## config.mk

```make
export PLATFORM = sky130hd
export DESIGN_NAME = audio_dac
export DESIGN_NICKNAME = d
export VERILOG_FILES = /design/src/rtl/audio_dac.sv
export SDC_FILE = /design/constraint.sdc
export NUM_CORES = 1
export LEC_CHECK = 0
export CORE_MARGIN = 5
export CORE_UTILIZATION = 28
export CTS_CLUSTER_DIAMETER = 80
export CTS_CLUSTER_SIZE = 16
export DETAILED_ROUTE_END_ITERATION = 6
export PLACE_DENSITY = 0.49
export SYNTH_ARGS = -nofsm -noshare
export SYNTH_HDL_FRONTEND = slang
export SYNTH_SLANG_ARGS = --single-unit
```

## constraint.sdc

```tcl
create_clock -name clk -period 2.5 [get_ports clk]
set_input_delay 0.375 -clock clk [delete_from_list [all_inputs] [get_ports clk]]
set_output_delay 0.375 -clock clk [all_outputs]
set_load 0.005 [all_outputs]
```

## src/rtl/audio_dac.sv

```systemverilog
// audio_dac: first-order sigma-delta (pulse-density) audio DAC with an
// underrun watchdog. When no sample arrives for 2**TIMEOUT_BITS enabled
// steps, the output falls back to midscale (silence) and underruns are counted.
// Optional feature: define AUDIO_DAC_DITHER_EN to add a 16-bit LFSR whose
// bit 0 is used as the modulator carry-in (dither). Without it, carry-in is 0.
//
// Input protocol: sample_valid is a one-cycle strobe with no back-pressure
// (there is no ready). The sample is taken on every cycle where sample_valid
// is high, whatever enable is doing and whatever state the block is in.
module audio_dac #(
  parameter int A_BITS       = 11,
  parameter int TIMEOUT_BITS = 10
) (
  input  logic              clk,
  input  logic              reset,
  input  logic              enable,
  input  logic              sample_valid,
  input  logic [A_BITS-1:0] sample,
  output logic              audio_out,
  output logic              muted,
  output logic [7:0]        underrun_count,
  output logic              state_dbg
);

  typedef enum logic {
    S_MUTE = 1'b0,
    S_RUN  = 1'b1
  } state_t;

  localparam logic [A_BITS-1:0] MIDSCALE = {1'b1, {(A_BITS-1){1'b0}}};

  state_t                  r_state;
  state_t                  w_state_next;
  logic [A_BITS-1:0]       r_held;
  logic [A_BITS-1:0]       r_acc;
  logic                    r_out;
  logic [TIMEOUT_BITS-1:0] r_timeout;
  logic [7:0]              r_underrun;

  logic [A_BITS-1:0]       w_level;
  logic [A_BITS:0]         w_sum;
  logic                    w_cin;
  logic                    w_timeout_max;
  logic                    w_underrun;

  assign w_timeout_max = &r_timeout;
  // The step always uses the level as it stood before this edge: midscale on
  // the MUTE->RUN cycle, the old held value when a new sample lands together
  // with enable, and the held value on the RUN->MUTE cycle.
  assign w_level    = (r_state == S_RUN) ? r_held : MIDSCALE;
  assign w_sum      = {1'b0, r_acc} + {1'b0, w_level} + {{A_BITS{1'b0}}, w_cin};
  assign w_underrun = (r_state == S_RUN) && (w_state_next == S_MUTE);

`ifdef AUDIO_DAC_DITHER_EN
  logic [15:0] r_lfsr;
  logic        w_lfsr_fb;

  // Fibonacci taps 16,14,13,11 (bits 15,13,12,10).
  assign w_lfsr_fb = r_lfsr[15] ^ r_lfsr[13] ^ r_lfsr[12] ^ r_lfsr[10];
  assign w_cin     = r_lfsr[0];

  // Dither LFSR: advances once per enabled step, after its bit 0 was used.
  always_ff @(posedge clk) begin
    if (reset) begin
      r_lfsr <= 16'hACE1;
    end else if (enable) begin
      r_lfsr <= {r_lfsr[14:0], w_lfsr_fb};
    end
  end
`else
  assign w_cin = 1'b0;
`endif

  // Next-state logic: any valid sample starts playback, an expired
  // watchdog on an enabled step without a sample mutes.
  always_comb begin
    w_state_next = r_state;
    case (r_state)
      S_MUTE: if (sample_valid) w_state_next = S_RUN;
      S_RUN:  if (enable && !sample_valid && w_timeout_max) w_state_next = S_MUTE;
      default: w_state_next = S_MUTE;
    endcase
  end

  // State register.
  always_ff @(posedge clk) begin
    if (reset) r_state <= S_MUTE;
    else       r_state <= w_state_next;
  end

  // Held sample, converted from two's complement to offset binary on capture.
  // It survives an underrun; only reset clears it.
  always_ff @(posedge clk) begin
    if (reset)             r_held <= '0;
    else if (sample_valid) r_held <= {~sample[A_BITS-1], sample[A_BITS-2:0]};
  end

  // Modulator: accumulator keeps the low bits, the carry is the output pulse.
  always_ff @(posedge clk) begin
    if (reset) begin
      r_acc <= '0;
      r_out <= 1'b0;
    end else if (enable) begin
      r_acc <= w_sum[A_BITS-1:0];
      r_out <= w_sum[A_BITS];
    end
  end

  // Watchdog: counts enabled steps since the last sample while running. The
  // wrap from all-ones coincides with the drop to MUTE, so MUTE sees zero.
  always_ff @(posedge clk) begin
    if (reset)                              r_timeout <= '0;
    else if (sample_valid)                  r_timeout <= '0;
    else if (r_state == S_RUN && enable)    r_timeout <= r_timeout + 1'b1;
  end

  // Saturating underrun counter.
  always_ff @(posedge clk) begin
    if (reset)                                   r_underrun <= '0;
    else if (w_underrun && r_underrun != 8'hFF)  r_underrun <= r_underrun + 8'd1;
  end

  assign audio_out      = r_out;
  assign muted          = (r_state == S_MUTE);
  assign underrun_count = r_underrun;
  assign state_dbg      = r_state;

endmodule

```

==> results.json, run 1 <==
{
  "finalNetCount": 309,
  "syn_nets": 283,
  "fp-utilization_pct": 28.77,
  "comb_power_share_pct": 11.1,
  "avgRoutedWirePerCell_um": 12.81,
  "postCtsSetupBuffers": 0,
  "fin_total_pwr_w": 0.001295,
  "yosysWarnings": 0,
  "hp-start": "r_timeout[8]",
  "wl_met3_um": 120,
  "ys_cells": 254,
  "edf_count": 0,
  "ys_types": 42,
  "gr-total-overflow": 0,
  "hold_path_depth": 2,
  "first_pass_iters": 4,
  "grtUsageTotal_pct": 10.68,
  "rows": 32,
  "relSlewSlack_pct": 73.05,
  "instances_no_fill": 383,
  "pwr-share-seq_pct": 54.3,
  "core_sq_mm": 0.007767,
  "dp_cells": 375,
  "die_y_um": 99.34,
  "drt_iter0_markers": 75,
  "whs_ns": 0.4919,
  "lay_top_count": "dfxtp_1",
  "placed_area_sq_mm": 0.002613,
  "layout_top_cells": "dfxtp_1 (42), nor2_1 (34), clkdlybuf4s50_1 (25), mux2i_1 (17), a21oi_1 (17)",
  "cts_hold_buffers": 0,
  "p_seq_w": 0.000703,
  "highest_layer": "met4",
  "setup_viol": 0,
  "cts_buffers": 5,
  "status": "complete, no violations",
  "tritoncts": "done",
  "grt_pass1_wl_um": 8631,
  "tightest_slew_ns": 0.4013,
  "startpoint": "state_dbg",
  "ff2ff_setup_slack_ns": 0.19,
  "finalWorstSetupSlack_ns": 0.1876,
  "p_sw_w": 0.0003363,
  "cp-end-kind": "flop",
  "diodes": 0,
  "irDropWorstVdd_uv": 173.2,
  "rr_startpoint": "state_dbg",
  "maxPowerGroup": "registers",
  "ant_nets": 0,
  "syn2layout_area_growth_pct": 20.83,
  "hold_viol": 0,
  "cp-start-kind": "flop",
  "post-place-ws_ns": 0.2027,
  "cts_resized": 0,
  "netlist_area_sq_mm": 0.002235,
  "ys_sh_simple_pct": 24.36,
  "synthArstFlopShare_pct": 0,
  "p_sw_share_pct": 25.97,
  "cts_max_path_buffers": 2,
  "common_cells": "dfxtp_1 (42), nor2_1 (34), a21oi_1 (17), mux2i_1 (17), nand2_1 (15)",
  "top_cell_area_share_pct": 37.63,
  "fillers": 835,
  "hold_class": "flop to flop",
  "vias_per_cell": 4.726,
  "tool_warnings": 26,
  "reg2reg_depth": 8,
  "gp_congestion": 0.7991,
  "yosysTopAreaCell": "dfxtp_1",
  "synth_adder_area_share_pct": 8.175,
  "syn_avg_cell_area_sq_um": 8.798,
  "ys.flop_type": "dfxtp_1"
}
[run 1: worst max-delay path, cell delays in order (launching register included)]
cell and delay [ns]:
dfxtp_1 0.39, and2_1 0.19, ha_1 0.21, fa_1 0.41
a21o_1 0.19, nand3_1 0.15, a21oi_1 0.11, or4_1 0.51
o311ai_1 0.08
[run 1: registers in the layout, summed over array words and instances (netlist names)]
signal and flops:
r_held 11, r_timeout 10, state_dbg 1, audio_out 1
underrun_count 8, r_acc 11
[run 1: layout make-up]
class	count	area [sq um]	area share, %
repair buffers	31	295.3	10.94
multi-input cells	192	1319	48.84
clock buffers	5	68.82	2.549
well taps	102	127.6	4.727
flip-flops and latches	42	840.8	31.14
inverters	8	30.03	1.112
clock inverters	3	18.77	0.6951
==> run_1/m1.png <==
(4 px per um)
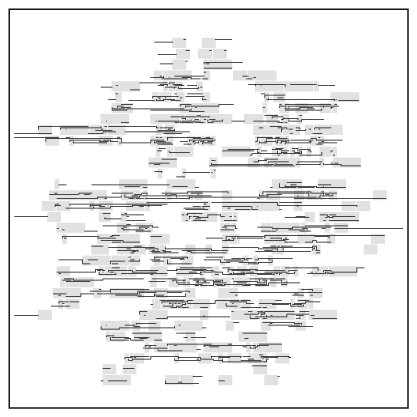
wire length on this layer = 2580 um
longest straight run = 31.7 um
Routed WL: 4907 um
GR Util met1: 14.68%

==> run_1/m2.png <==
(4 px per um)
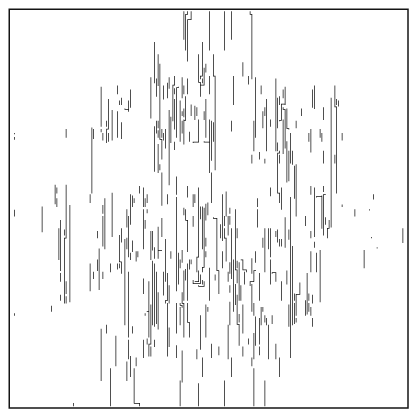
share of all routed wire = 43%
wire length on this layer = 2110 um
main direction = vertical
longest straight run = 40.1 um
nets with wire on the layer = 250
met2 usage: 16.48%
Vias: 1810

==> run_1/m3.png <==
(3 px per um)
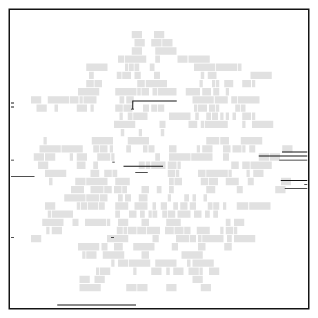
nets with wire on the layer = 14
share of all routed wire = 2.5%
main direction = horizontal
wire length on this layer = 121 um
longest straight run = 26.0 um
met3 usage: 2.034%

==> run_1/congestion_map.png <==
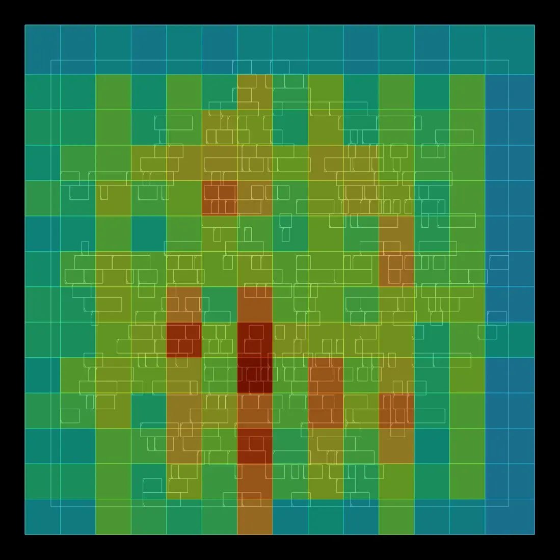

## Run 2: what changed since run 1
Settings changed: CTS_CLUSTER_SIZE 16 to 28, PLACE_DENSITY 0.49 to default.
==> run_2/congestion_map.png <==
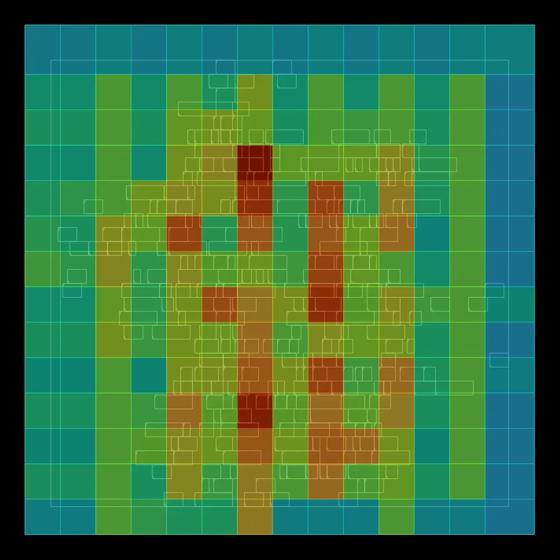
met2 usage: 16.01%
wire length per cell: 12.27 um
GRT Max-Usage Layer: met2
GR Util met1: 13.27%
Core Util, Final: 35.20%

==> run_2/m1.png <==
(4 px per um)
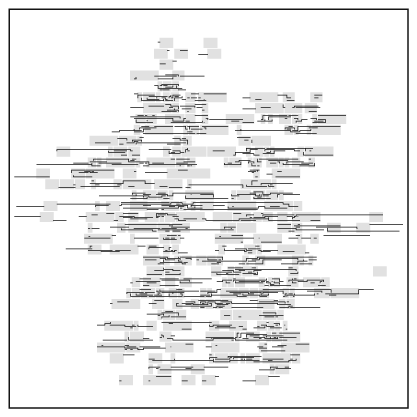
longest straight run = 22.5 um
share of all routed wire = 49%
nets with wire on the layer = 290
Routed WL: 4713 um
Vias: 1849

==> results.json, run 2 <==
{
  "cts_buffers": 5,
  "hpwlAfterDp_um": 3482,
  "finalWorstSetupSlack_ns": 0.1851,
  "antenna_found_initial": 0,
  "startpoint": "state_dbg",
  "highest_layer": "met4",
  "syn_nets": 283,
  "top_cell": "dfxtp_1",
  "fin_total_pwr_w": 0.001396,
  "cts_resized": 0,
  "ys.flop_type": "dfxtp_1",
  "syn_avg_cell_area_sq_um": 8.798,
  "maxCapViolations": 0,
  "cp_slowest_cell": "or4_1",
  "tool_warnings": 26,
  "synthArstFlopShare_pct": 0,
  "netlist_area_sq_mm": 0.002235,
  "dp_cells": 376,
  "critPathBufInv": 0,
  "ys_sh_xor_pct": 5.487,
  "edf_count": 0,
  "hold_class": "flop to flop",
  "cp.depth": 8,
  "diodes": 0,
  "postCtsSetupBuffers": 0,
  "relSlewSlack_pct": 68.43,
  "die_x_um": 99.34,
  "ant_nets": 0,
  "placed_area_sq_mm": 0.002620,
  "top_cell_area_share_pct": 37.63,
  "cp-start-kind": "flop",
  "first_pass_iters": 4,
  "finalNetCount": 310,
  "setup_viol": 0,
  "hold_path_depth": 2,
  "hp-start": "r_acc[6]",
  "cp_slowest_stage_delay_ns": 0.52,
  "crit_required_ns": 2.71,
  "crit_family": "simple AND/OR/NAND/NOR gates",
  "logic_area_sq_mm": 0.001319,
  "synth-seq-cells": 42,
  "ff2ff_setup_slack_ns": 0.19,
  "yosysTopAreaCell": "dfxtp_1",
  "crit_chain": "and2_1 -> ha_1 -> fa_1 -> a21o_1 -> nand3_1 -> a21oi_1 -> or4_1 -> o311ai_1",
  "yosysWarnings": 0,
  "die_y_um": 99.34,
  "tightest_slew_ns": 0.4720,
  "syn2layout_area_growth_pct": 22.34,
  "rows": 32,
  "post-place-ws_ns": 0.2158,
  "vias_per_cell": 4.815,
  "reg2reg_depth": 8,
  "htreeDepth": 2,
  "cts_hold_buffers": 0,
  "ff_latch_area_sq_um": 840.8,
  "critPathArrivalTime_ns": 2.52,
  "ys_sh_simple_pct": 24.36,
  "ys_types": 42,
  "drt_iter0_markers": 35,
  "irDropWorstVdd_uv": 206.5,
  "ys_cells": 254,
  "met1_length_um": 2317,
  "common_cells": "dfxtp_1 (42), nor2_1 (34), a21oi_1 (17), mux2i_1 (17), nand2_1 (15)",
  "cp-end-kind": "flop",
  "largest_registers": "r_acc (11), r_held (11), r_timeout (10)",
  "gp_congestion": 0.7984,
  "drc": 0,
  "status": "complete, no violations",
  "hold_viol": 0,
  "grt_pass1_wl_um": 8321,
  "fillers": 811,
  "layout_top_cells": "dfxtp_1 (42), nor2_1 (34), clkdlybuf4s50_1 (25), mux2i_1 (17), a21oi_1 (17)",
  "fp-utilization_pct": 28.77,
  "instances_no_fill": 384,
  "whs_ns": 0.4878,
  "gr-total-overflow": 0,
  "rr_startpoint": "state_dbg",
  "grtUsageTotal_pct": 10.24,
  "cts_max_path_buffers": 2,
  "synth_adder_area_share_pct": 8.175,
  "lay_top_count": "dfxtp_1",
  "core_sq_mm": 0.007767,
  "tritoncts": "done",
  "crit_end": "r_acc[8]",
  "wl_met3_um": 183
}
==> run_2/m3.png <==
(3 px per um)
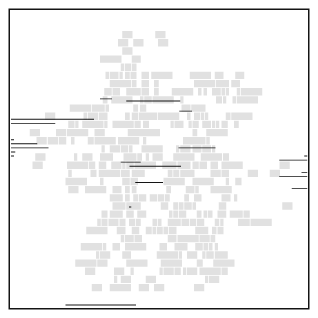
share of all routed wire = 3.9%
wire length on this layer = 183 um
main direction = horizontal
nets with wire on the layer = 17
longest straight run = 27.4 um
met3 usage: 2.945%

[run 2: layout make-up]
| type | instances | area share (%) |
|---|---|---|
| clock buffers | 5 | 2.517 |
| clock inverters | 3 | 1.648 |
| inverters | 8 | 1.098 |
| multi-input cells | 192 | 48.24 |
| flip-flops and latches | 42 | 30.76 |
| well taps | 102 | 4.668 |
| repair buffers | 32 | 11.08 |
[run 2: power by group]
| group | leakage, nW | switching (W) | internal [W] |
|---|---|---|---|
| sequential | 0.342 | 0.0000126 | 0.000690 |
| combinational | 0.718 | 0.0000707 | 0.0000728 |
| clock | 0.0504 | 0.000253 | 0.000297 |
| total | 1.11 | 0.000336 | 0.00106 |
No activity file was given, so power comes from the tool's default toggle rates.
